**config.mk**
```make
export PLATFORM = sky130hd
export DESIGN_NAME = dmem_arbiter
export DESIGN_NICKNAME = d
export VERILOG_FILES = /design/src/rtl/dmem_arbiter.sv
export SDC_FILE = /design/constraint.sdc
export NUM_CORES = 1
export LEC_CHECK = 0
export ABC_AREA = 0
export CAP_MARGIN = 25
export CELL_PAD_IN_SITES_DETAIL_PLACEMENT = 0
export CELL_PAD_IN_SITES_GLOBAL_PLACEMENT = 2
export CORE_AREA = 4 4 172 174
export DETAILED_ROUTE_END_ITERATION = 10
export DIE_AREA = 0 0 176 178
export MAX_ROUTING_LAYER = met4
export PLACE_DENSITY_LB_ADDON = 0.15
export SLEW_MARGIN = 20
export SYNTH_ARGS = -nofsm -noshare
export SYNTH_HDL_FRONTEND = slang
export SYNTH_SLANG_ARGS = --single-unit
```
**constraint.sdc**
```tcl
create_clock -name clk -period 2.54 [get_ports clk]
set_input_delay 0.762 -clock clk [delete_from_list [all_inputs] [get_ports clk]]
set_output_delay 0.762 -clock clk [all_outputs]
set_load 0.02 [all_outputs]
```
**src/rtl/dmem_arbiter.sv**
```systemverilog
// Two-port data-memory arbiter: one access at a time through IDLE -> ACCESS -> RESP,
// round-robin or port-0-priority arbitration, with alignment/range checking per access.
module dmem_arbiter #(
   parameter int DMEM_SIZE  = 64,
   parameter int FIXED_PRIO = 0
) (
   input  logic        clk,
   input  logic        rst,
   input  logic        p0_req,
   input  logic        p0_we,
   input  logic [31:0] p0_addr,
   input  logic [31:0] p0_wdata,
   output logic        p0_gnt,
   output logic [31:0] p0_rdata,
   output logic        p0_err,
   input  logic        p1_req,
   input  logic        p1_we,
   input  logic [31:0] p1_addr,
   input  logic [31:0] p1_wdata,
   output logic        p1_gnt,
   output logic [31:0] p1_rdata,
   output logic        p1_err,
   output logic        mem_read,
   output logic        mem_write,
   output logic [31:0] mem_addr,
   output logic [31:0] mem_wdata,
   input  logic [31:0] mem_rdata,
   output logic        busy
);

   typedef enum logic [1:0] {IDLE, ACCESS, RESP} state_t;

   localparam logic [29:0] DEPTH = 30'(DMEM_SIZE);

   state_t      state_q, state_d;
   logic        win_q, win_d;
   logic        last_q, last_d;
   logic        we_q, we_d;
   logic [31:0] addr_q, addr_d;
   logic [31:0] wdata_q, wdata_d;
   logic [31:0] rdata_q, rdata_d;
   logic        err_q, err_d;
   logic [31:0] mem_addr_q, mem_addr_d;
   logic [31:0] mem_wdata_q, mem_wdata_d;

   logic arb_win;
   logic legal;

   // On a tie the round-robin pointer favours the port that was not granted last.
   assign arb_win = (p0_req && p1_req) ? ((FIXED_PRIO != 0) ? 1'b0 : ~last_q) : p1_req;
   assign legal   = (addr_q[1:0] == 2'b00) && (addr_q[31:2] < DEPTH);
   assign busy    = (state_q != IDLE);

   always_comb begin
      state_d     = state_q;
      win_d       = win_q;
      last_d      = last_q;
      we_d        = we_q;
      addr_d      = addr_q;
      wdata_d     = wdata_q;
      rdata_d     = rdata_q;
      err_d       = err_q;
      mem_addr_d  = mem_addr_q;
      mem_wdata_d = mem_wdata_q;
      mem_read    = 1'b0;
      mem_write   = 1'b0;
      mem_addr    = mem_addr_q;
      mem_wdata   = mem_wdata_q;
      p0_gnt      = 1'b0;
      p0_rdata    = 32'h0;
      p0_err      = 1'b0;
      p1_gnt      = 1'b0;
      p1_rdata    = 32'h0;
      p1_err      = 1'b0;
      case (state_q)
         IDLE: begin
            if (p0_req || p1_req) begin
               win_d   = arb_win;
               we_d    = arb_win ? p1_we    : p0_we;
               addr_d  = arb_win ? p1_addr  : p0_addr;
               wdata_d = arb_win ? p1_wdata : p0_wdata;
               state_d = ACCESS;
            end
         end
         ACCESS: begin
            mem_addr    = addr_q;
            mem_wdata   = wdata_q;
            mem_addr_d  = addr_q;
            mem_wdata_d = wdata_q;
            if (legal) begin
               mem_write = we_q;
               mem_read  = ~we_q;
               rdata_d   = mem_rdata;
               err_d     = 1'b0;
            end else begin
               rdata_d = 32'h0;
               err_d   = 1'b1;
            end
            last_d  = win_q;
            state_d = RESP;
         end
         RESP: begin
            if (win_q) begin
               p1_gnt   = 1'b1;
               p1_rdata = rdata_q;
               p1_err   = err_q;
            end else begin
               p0_gnt   = 1'b1;
               p0_rdata = rdata_q;
               p0_err   = err_q;
            end
            state_d = IDLE;
         end
         default: state_d = IDLE;
      endcase
   end

   // Pointer resets to port 1 so that port 0 wins the first tie.
   always_ff @(posedge clk or negedge rst) begin
      if (!rst) begin
         state_q     <= IDLE;
         win_q       <= 1'b0;
         last_q      <= 1'b1;
         we_q        <= 1'b0;
         addr_q      <= 32'h0;
         wdata_q     <= 32'h0;
         rdata_q     <= 32'h0;
         err_q       <= 1'b0;
         mem_addr_q  <= 32'h0;
         mem_wdata_q <= 32'h0;
      end else begin
         state_q     <= state_d;
         win_q       <= win_d;
         last_q      <= last_d;
         we_q        <= we_d;
         addr_q      <= addr_d;
         wdata_q     <= wdata_d;
         rdata_q     <= rdata_d;
         err_q       <= err_d;
         mem_addr_q  <= mem_addr_d;
         mem_wdata_q <= mem_wdata_d;
      end
   end

endmodule

```
Fig. 1: run 1, met1 routing
Scale bar: 50 um. Supply wires on this layer in grey.
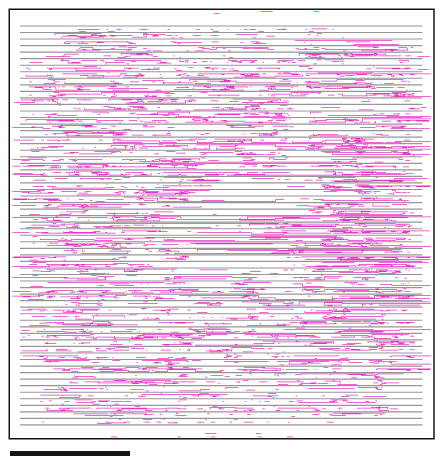
nets with wire on the layer: 1128
wire length on this layer: 12500 um
share of all routed wire: 44%
main direction: horizontal
longest straight run: 81.9 um

Fig. 2: run 1, gate-type map
Scale bar: 50 um.
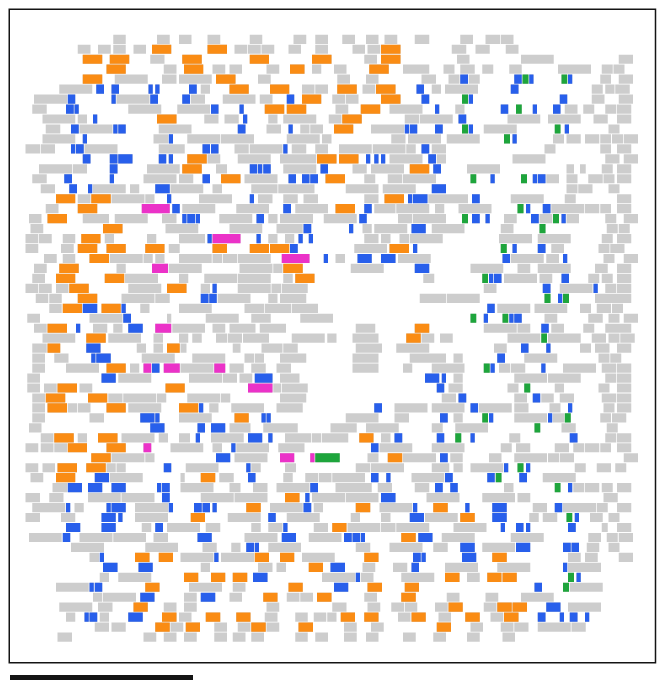
[orange] multiplexers | cells: 131
[blue] NAND gates | cells: 262 | where: spread over the die
[magenta] NOR gates | cells: 12
[green] inverting AOI/OAI gates | cells: 33

==> PnR_summary.wiki, run 1 <==
== Flow metrics ==
{| class="wikitable"
! Metric !! Value
|-
| Status || finished with violations
|-
| Violated checks || negative setup slack
|-
| Achievable Freq || 366 MHz
|-
| Seq cells post-synth || roughly 170
|-
| Leading post-synthesis cells by cell area || dfrtp_1 51%, mux2_4 14%, nand2_1 11%
|-
| Final routed wire length divided by cell count || 18.9 um
|-
| Number of endpoints failing setup at the final stage || ~52
|-
| Worst endpoint required time || 1780 ps
|-
| Area fraction in mux cells || 21.8%
|-
| Number of remaining DRC errors || 0
|-
| X dimension of the die || 176 um
|-
| Adder Area Share || 0%
|-
| Cell taking the most area after synthesis || dfrtp_1
|-
| Critical Path Source Type || flop
|-
| Data arrival at the endpoint of the critical path || 1970 ps
|-
| Cell count of the worst reg-to-reg path || 5
|-
| Cell total in the yosys stat output || 726
|-
| Worst-Skew Late Latency || between 400 and 500 ps
|-
| Wire length of the first global-routing pass || 40200 um
|-
| Number of warnings in the stage logs || 28
|-
| Fin area || 14400 um2
|-
| Power density relative to cell area || 1190 nW/um2
|-
| Number of max-cap violations || 0
|-
| Area of the core || 27800 um2
|-
| Post-route clock skew || approximately 16 ps
|-
| Crit path kind || reg -> out
|-
| Seq share, synth || 51.6%
|-
| Average via count per standard cell || 4.49
|-
| Hold slack || around 230 ps
|-
| Number of global-route vias before repair || 6887
|-
| Post-Synthesis Cell Area || about 8000 um2
|-
| XORs/XNORs by Area || 0%
|-
| Max transition margin || ~73%
|-
| Biggest combinational cell group after synthesis || multiplexers
|-
| Slew @ Worst Pin || around 410 ps
|-
| Total track usage || about 17%
|-
| Remaining number of nets flagged by the antenna check after routing || 0
|-
| Top-count cell post-synth || nand2_1
|-
| Reg2reg end || err_q
|-
| Final Worst Setup Slack || -196 ps
|-
| Die y size || roughly 180 um
|-
| Synthesized netlist cell count || between 700 and 800
|-
| Count of library flops with an enable pin || 0
|-
| Ratio of cells with drive above 1 in the final layout || 55.4%
|-
| Post-synthesis to final-layout area growth || 79.5%
|-
| Largest net degree at the start of global routing || between 50 and 60
|-
| Floorplan net count || 892
|-
| Cell chosen for the clock root || clkbuf_16
|-
| Number of port buffers || 300
|-
| Number of cell rows || a little over 60
|-
| First-iteration detailed-routing DRC count || around 300
|-
| Yosys simple share || between 20% and 30%
|-
| Max FO, Critical Path || 3
|-
| Maximum buffer depth of the clock tree || 2
|-
| Leakage dissipation || between 6 and 7 nW
|-
| Number of buffers added by the clock tree synthesis step || 17
|-
| Clock sink count || 166
|-
| Area share of the leading cell type in the synthesized netlist || 51.3%
|-
| Worst-case vdd ir drop || 0.000724 V
|-
| Classification of the worst-slack hold path || in -> async
|-
| WL final || 28700 um
|-
| Detailed placer's ending HPWL || 18000 um
|-
| Avg Inst Size Synth || about 11 um2
|-
| Fraction of synthesis flops using an asynchronous set or reset pin || 100%
|-
| Synthesis warning total || 0
|-
| Antenna fix cells || 0
|-
| RePlAce Congestion || 0.729
|-
| Router iterations before antenna repair || 4
|-
| Commonest cells post-synth || 228 x nand2_1, 165 x dfrtp_1, 76 x mux2_4
|-
| Global route overflow || 0
|-
| Part of the cycle the worst path needs || 108%
|-
| Boundary Pins || 301
|-
| Critical path endpoint category || output port
|-
| Number of distinct standard cells referenced by the synthesized netlist || 30
|-
| Clock tree from TritonCTS || yes
|-
| Final hold vios || 0
|-
| Number of antenna violations at the first check in global routing || 0
|-
| Instance area at placement || 11900 um2
|}
Fig. 3: run 1, M3 wires
Scale bar: 50 um.
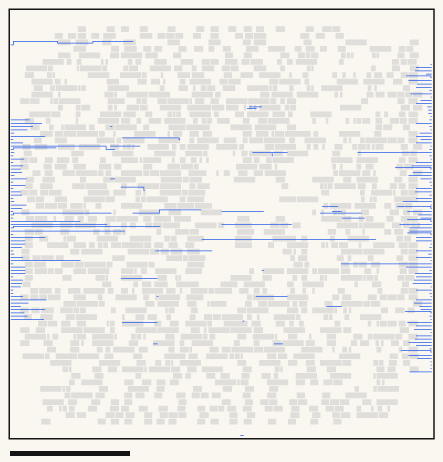
main direction: horizontal
share of all routed wire: 5.2%
wire length on this layer: 1500 um
nets with wire on the layer: 170

## run 1: state kept, by name (all words and copies together), names as in the netlist
name and flops:
err_q 1, we_q 1, last_q 1, mem_addr_q 32, win_q 1, state_q 2
mem_wdata_q 32, wdata_q 32, addr_q 32, rdata_q 32
## run 1: repair_timing
item	in CTS	in global routing
cloned	9	12
hold buffers	0	0
pin swaps	13	67
setup buffers	11	47
gates resized	598	470
setup endpoints to repair	132	133
## run 1: metal layers
layer / up-vias / GRT usage, % / routed length (um)
li1: 3243 / - / -
met1: 3368 / 22.3 / 12500
met5: - / - / 0
met3: 18 / 3.39 / 1500
met4: 0 / 3.93 / 259
met2: 200 / 27.9 / 14400
## run 1: stage by stage
step                      instances  total power, mW  util, %  setup slack (ps)  TNS (ps)
after floorplan                 726             8.16        -               108         0
after global placement         1418             11.6     42.7              -261      -915
after detailed placement       1418             11.6     42.7              -262     -1090
after CTS                      1470             14.8     45.9              -218     -7920
after global routing           1522             18.2     52.0              -318     -8120
final                          1522             17.3     52.0              -196     -3660
## run 1: how the worst max path moves through the flow
| stage | from | to | cells past startpoint |
|---|---|---|---|
| floorplan | state_q[1] | mem_read | 3 |
| global placement | addr_q[20] | mem_write | 5 |
| detailed placement | addr_q[20] | mem_read | 5 |
| CTS | addr_q[17] | mem_write | 5 |
| global route | addr_q[17] | mem_read | 5 |
| finish | state_q[1] | mem_write | 4 |
## run 1: power breakdown
part / switching, mW / internal, mW / total (mW)
Combinational: 4.84 / 5.44 / 10.3
Sequential: 0.597 / 3.73 / 4.33
Clock: 1.21 / 1.43 / 2.64
## run 1: placed cells by master (no fill, tap or decap), drive strengths merged, types with 2 or more instances in the layout
cell	netlist	layout
mux2i	2	2
o21ai	32	32
dfrtp	165	165
clkinv	0	5
inv	2	9
nor4	8	8
nand4	33	33
nand2	228	228
clkbuf	22	31
nor2	2	2
buf	28	259
clkdlybuf4s50	0	164
mux2	129	129
and2	66	66
## run 1: area by class of cell
type                            count  area [um2]
Fill cell                        2565       13300
Timing Repair Buffer              436        4880
Multi-Input combinational cell    508        4320
Sequential cell                   166        4160
Tap cell                          378         473
Clock buffer                       19         443
Clock inverter                     13         155
Inverter                            2        20.0
## run 1: critical path, stage by stage (launching register included)
cell,delay (ps)
dfrtp_1,390
nor4b_1,380
nand4_1,240
nor4_2,330
buf_4,210
## run 1: cell families after synthesis
| logic type | after synthesis |
|---|---|
| multiplexers | 131 |
| buffers and inverters | 52 |
| AND-OR/OR-AND | 34 |
| AND/OR/NAND/NOR | 343 |
| flip-flops | 166 |
==> run 2, diff against run 1 <==
Settings changed: CORE_AREA 4 4 172 174 to 4 4 144 146, DIE_AREA 0 0 176 178 to 0 0 148 150, DONT_BUFFER_PORTS set to 1.
Fig. 4: run 2, a small window of the routed layout
Scale bar: 10 um. Window x 91 to 131, y 18 to 58 um. Cells in grey, sequential cells in the stronger grey; small squares are vias.
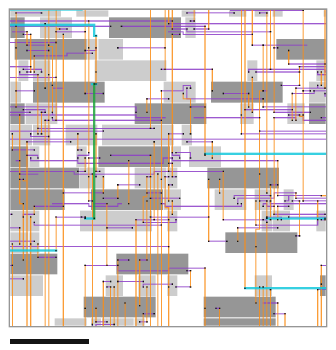
[purple] met1
[cyan] met3
[orange] met2
[green] met4
sequential cells in the window: 16
cells with their middle in the window: 59
netlist names of flops here include: mem_wdata_q (7), wdata_q (7), rdata_q (2)
most frequent: dfrtp_1 (16), nand2_1 (15), nand2_2 (7)

==> run 2 against run 1 <==
Compared with the run above:
- the flow still finishes with violations (negative setup slack)
- largest cell class is now registers
- worst setup slack better by 15 ps
- critical endpoint unchanged
- sequential share of layout area increased by 14 points
- sequential cell count unchanged
- cell count fell by 34%
- highest routed layer unchanged
- non-clock buffer count shrank 397
- die size shrank 29%
==> PnR_summary.wiki, run 2 <==
== Flow metrics ==
{| class="wikitable"
! Metric !! Value
|-
| Top flip-flop cell by instance count after synthesis || dfrtp_1 (unchanged)
|-
| Design Power || 12.7 mW (was 17.3 mW)
|-
| Detailed placer's ending HPWL || 14000 um (was 18000 um)
|-
| Ratio of cells with drive above 1 in the final layout || 43.5% (was 55.4%)
|-
| Cell total in the yosys stat output || 726 (unchanged)
|-
| Number of distinct standard cells referenced by the synthesized netlist || 30 (unchanged)
|-
| Die y size || 150 um (was 178 um)
|-
| Number of global-route vias before repair || 5437 (was 6887)
|-
| Max transition margin || 55.7% (was 73.0%)
|-
| Top-count cell post-synth || nand2_1 (unchanged)
|-
| Max FO, Critical Path || 4 (was 3)
|-
| Average via count per standard cell || 5.29 (was 4.49)
|-
| Worst-Skew Late Latency || 430 ps (about the same)
|-
| Wire length of the first global-routing pass || 31200 um (was 40200 um)
|-
| Post-Synthesis Cell Area || 8050 um2 (unchanged)
|-
| Register-to-register setup slack || 500 ps (was 600 ps)
|-
| Seq cells post-synth || 166 (unchanged)
|-
| Leakage dissipation || 4.34 nW (was 6.70 nW)
|-
| Vias post-DR || 5357 (was 6829)
|-
| Global route overflow || 0 (unchanged)
|-
| RePlAce Congestion || 0.778 (was 0.729)
|-
| Data arrival at the endpoint of the critical path || 1960 ps (was 1970 ps)
|-
| Antenna fix cells || 0 (unchanged)
|-
| Number of cell rows || 51 (was 61)
|-
| Number of standard cells in the layout, taps in and fillers out || 1012 (was 1522)
|-
| Violated checks || negative setup slack (unchanged)
|-
| Status || finished with violations (unchanged)
|-
| Count of library flops with an enable pin || 0 (unchanged)
|-
| Number of antenna violations at the first check in global routing || 0 (unchanged)
|-
| Commonest cells post-synth || 228 x nand2_1, 165 x dfrtp_1, 76 x mux2_4 (unchanged)
|-
| Clock slew at the register clock pins of the worst setup and hold paths || 70 ps (was 80 ps)
|-
| Most common logic cells in the final layout || 164 x dfrtp_1, 150 x nand2_1, 76 x mux2_4 (was 165 x dfrtp_1, 164 x clkdlybuf4s50_1, 139 x buf_6)
|-
| Number of remaining DRC errors || 0 (unchanged)
|-
| Maximum buffer depth of the clock tree || 2 (unchanged)
|-
| Area of the core || 19400 um2 (was 27800 um2)
|-
| Area occupied by multi-input gates || 4030 um2 (was 4320 um2)
|-
| Critical Path Source Type || flop (unchanged)
|-
| Critical path endpoint category || output port (unchanged)
|-
| Post-layout minimum cycle time || 2720 ps (was 2740 ps)
|-
| Leading post-synthesis cells by cell area || dfrtp_1 51%, mux2_4 14%, nand2_1 11% (unchanged)
|-
| Fill count || 1826 (was 2565)
|-
| Boundary Pins || 301 (unchanged)
|-
| WL final || 21200 um (was 28700 um)
|-
| Final routed wire length divided by cell count || 21.0 um (was 18.9 um)
|-
| Cells after DPL || 961 (was 1418)
|-
| Final count of pins violating max slew || 0 (unchanged)
|-
| Router iterations before antenna repair || 4 (unchanged)
|-
| Post-layout nets || 900 (was 1297)
|-
| First-iteration detailed-routing DRC count || 183 (was 296)
|-
| Area share of the leading cell type in the synthesized netlist || 51.3% (unchanged)
|-
| Reg2reg end || wdata_q[31] (was err_q)
|-
| Floorplan net count || 892 (unchanged)
|-
| Number of max-cap violations || 0 (unchanged)
|-
| Synthesis warning total || 0 (unchanged)
|-
| Seq share, synth || 51.6% (unchanged)
|-
| Crit path kind || reg -> out (unchanged)
|-
| Clock tree from TritonCTS || yes (unchanged)
|-
| DIE AREA || 22200 um2 (was 31300 um2)
|-
| Total track usage || 18.7% (was 17.1%)
|-
| Cell chosen for the clock root || clkbuf_16 (unchanged)
|-
| Cell count of the worst reg-to-reg path || 5 (unchanged)
|-
| Number of endpoints failing setup at the final stage || 34 (was 52)
|-
| Part of the cycle the worst path needs || 107% (was 108%)
|-
| Post-route clock skew || 9.86 ps (was 15.8 ps)
|-
| Final hold vios || 0 (unchanged)
|-
| Fraction of synthesis flops using an asynchronous set or reset pin || 100% (unchanged)
|-
| Number of warnings in the stage logs || 30 (was 28)
|-
| Avg Inst Size Synth || 11.1 um2 (unchanged)
|-
| Most used logic cell in the final layout || dfrtp_1 (unchanged)
|-
| Classification of the worst-slack hold path || in -> async (unchanged)
|-
| Clock sink count || 166 (unchanged)
|-
| Cell taking the most area after synthesis || dfrtp_1 (unchanged)
|-
| RSZ-0062 raised after global routing || true (unchanged)
|-
| Synthesized netlist cell count || 726 (unchanged)
|-
| Worst-case vdd ir drop || 0.000533 V (was 0.000724 V)
|-
| Number of buffers added by the clock tree synthesis step || 17 (unchanged)
|-
| Remaining number of nets flagged by the antenna check after routing || 0 (unchanged)
|-
| Area used by sequential logic in the layout || 4160 um2 (about the same)
|-
| Slew @ Worst Pin || 663 ps (was 405 ps)
|-
| Fp util || 41.5% (was 29.0%)
|-
| Final Worst Setup Slack || -181 ps (was -196 ps)
|-
| Power density relative to cell area || 1320 nW/um2 (was 1190 nW/um2)
|-
| Worst endpoint required time || 1780 ps (about the same)
|-
| Number of port buffers || 0 (was 300)
|-
| X dimension of the die || 148 um (was 176 um)
|-
| Achievable Freq || 368 MHz (was 366 MHz)
|-
| Post-synthesis to final-layout area growth || 19.6% (was 79.5%)
|-
| Largest net degree at the start of global routing || 158 (was 55)
|}
Fig. 5: run 2, met1 routing
Scale bar: 50 um. Supply wires on this layer in grey.
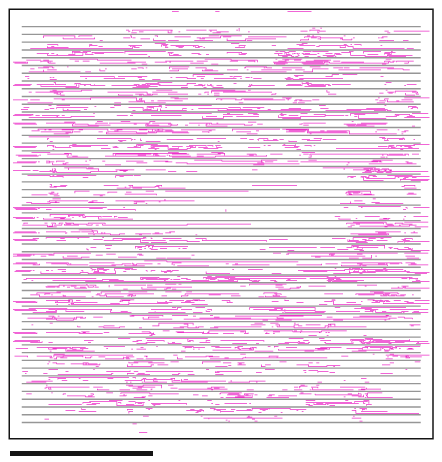
nets with wire on the layer: 766
wire length on this layer: 8540 um
share of all routed wire: 40%
longest straight run: 72.2 um

## run 2: cell count changes in the layout (fill, tap and decap cells not counted), moves of 17 or more
cell / before / now
nand2_4: 46 / 22
nand2_2: 80 / 56
buf_6: 139 / 4
buf_4: 81 / 18
nand2_1: 102 / 150
and2_1: 2 / 33
clkdlybuf4s50_1: 164 / 0
buf_12: 27 / 10
and2_4: 64 / 26
## run 2: final cells by class
| class | instances | area share [%] |
|---|---|---|
| Timing Repair Buffer | 39 | 5.49 |
| Multi-Input combinational cell | 508 | 41.8 |
| Clock buffer | 18 | 4.46 |
| Tap cell | 265 | 3.45 |
| Sequential cell | 166 | 43.2 |
| Clock inverter | 14 | 1.39 |
| Inverter | 2 | 0.208 |
## run 2: worst max-delay path by stage
stage / startpoint / endpoint / slack (ps)
floorplan: state_q[1] / mem_read / 110
global placement: addr_q[9] / mem_read / 120
detailed placement: win_q / p0_rdata[5] / 80
finish: addr_q[8] / mem_write / -180
CTS: addr_q[9] / mem_write / -190
global route: addr_q[23] / mem_write / -280
## run 2: routing by layer
layer  routed length (um)  GRT usage (%)
met3                 1600           6.00
met4                  178           4.57
met1                 8540           23.4
met5                    0              -
met2                10900           29.6
## run 2: power by group
part / internal, mW / total, mW / switching, mW
clock: 1.30 / 2.49 / 1.18
sequential: 3.73 / 4.33 / 0.606
combinational: 2.31 / 5.88 / 3.57
## run 2: cell families after synthesis
logic type	Yosys count	synth area share (%)
and+or+nand+nor	343	20.3
DFF	166	51.6
muxes	131	21.8
buffers and inverters	52	4.03
AOI/OAI and AO/OA	34	2.25
## run 2: what timing repair did
action,4_1_cts,5_1_grt
buffers inserted,1,9
gates cloned,1,6
hold endpoints to repair,10,6
resized,88,110
endpoints found under the setup margin,90,131
pin swaps,6,21
hold buffers,1,1
## run 2: stage by stage
stage	setup WS (ps)	instance area, um2	TNS (ps)	hold slack [ps]	utilization (%)
5_1_grt	-277	9620	-6640	8.42	49.6
4_1_cts	-193	9060	-3850	0.245	46.7
3_3_place_gp	119	8270	0	471	42.6
6_report	-181	9620	-3710	38.9	49.6
3_5_place_dp	84.0	8270	0	470	42.6
2_1_floorplan	108	8050	0	447	-
## run 2: critical path: stages (launching register included)
cell and delay (ps):
dfrtp_1 450, or4_4 600, nor4_4 290, buf_4 190
Power and IR drop assume default switching activity.
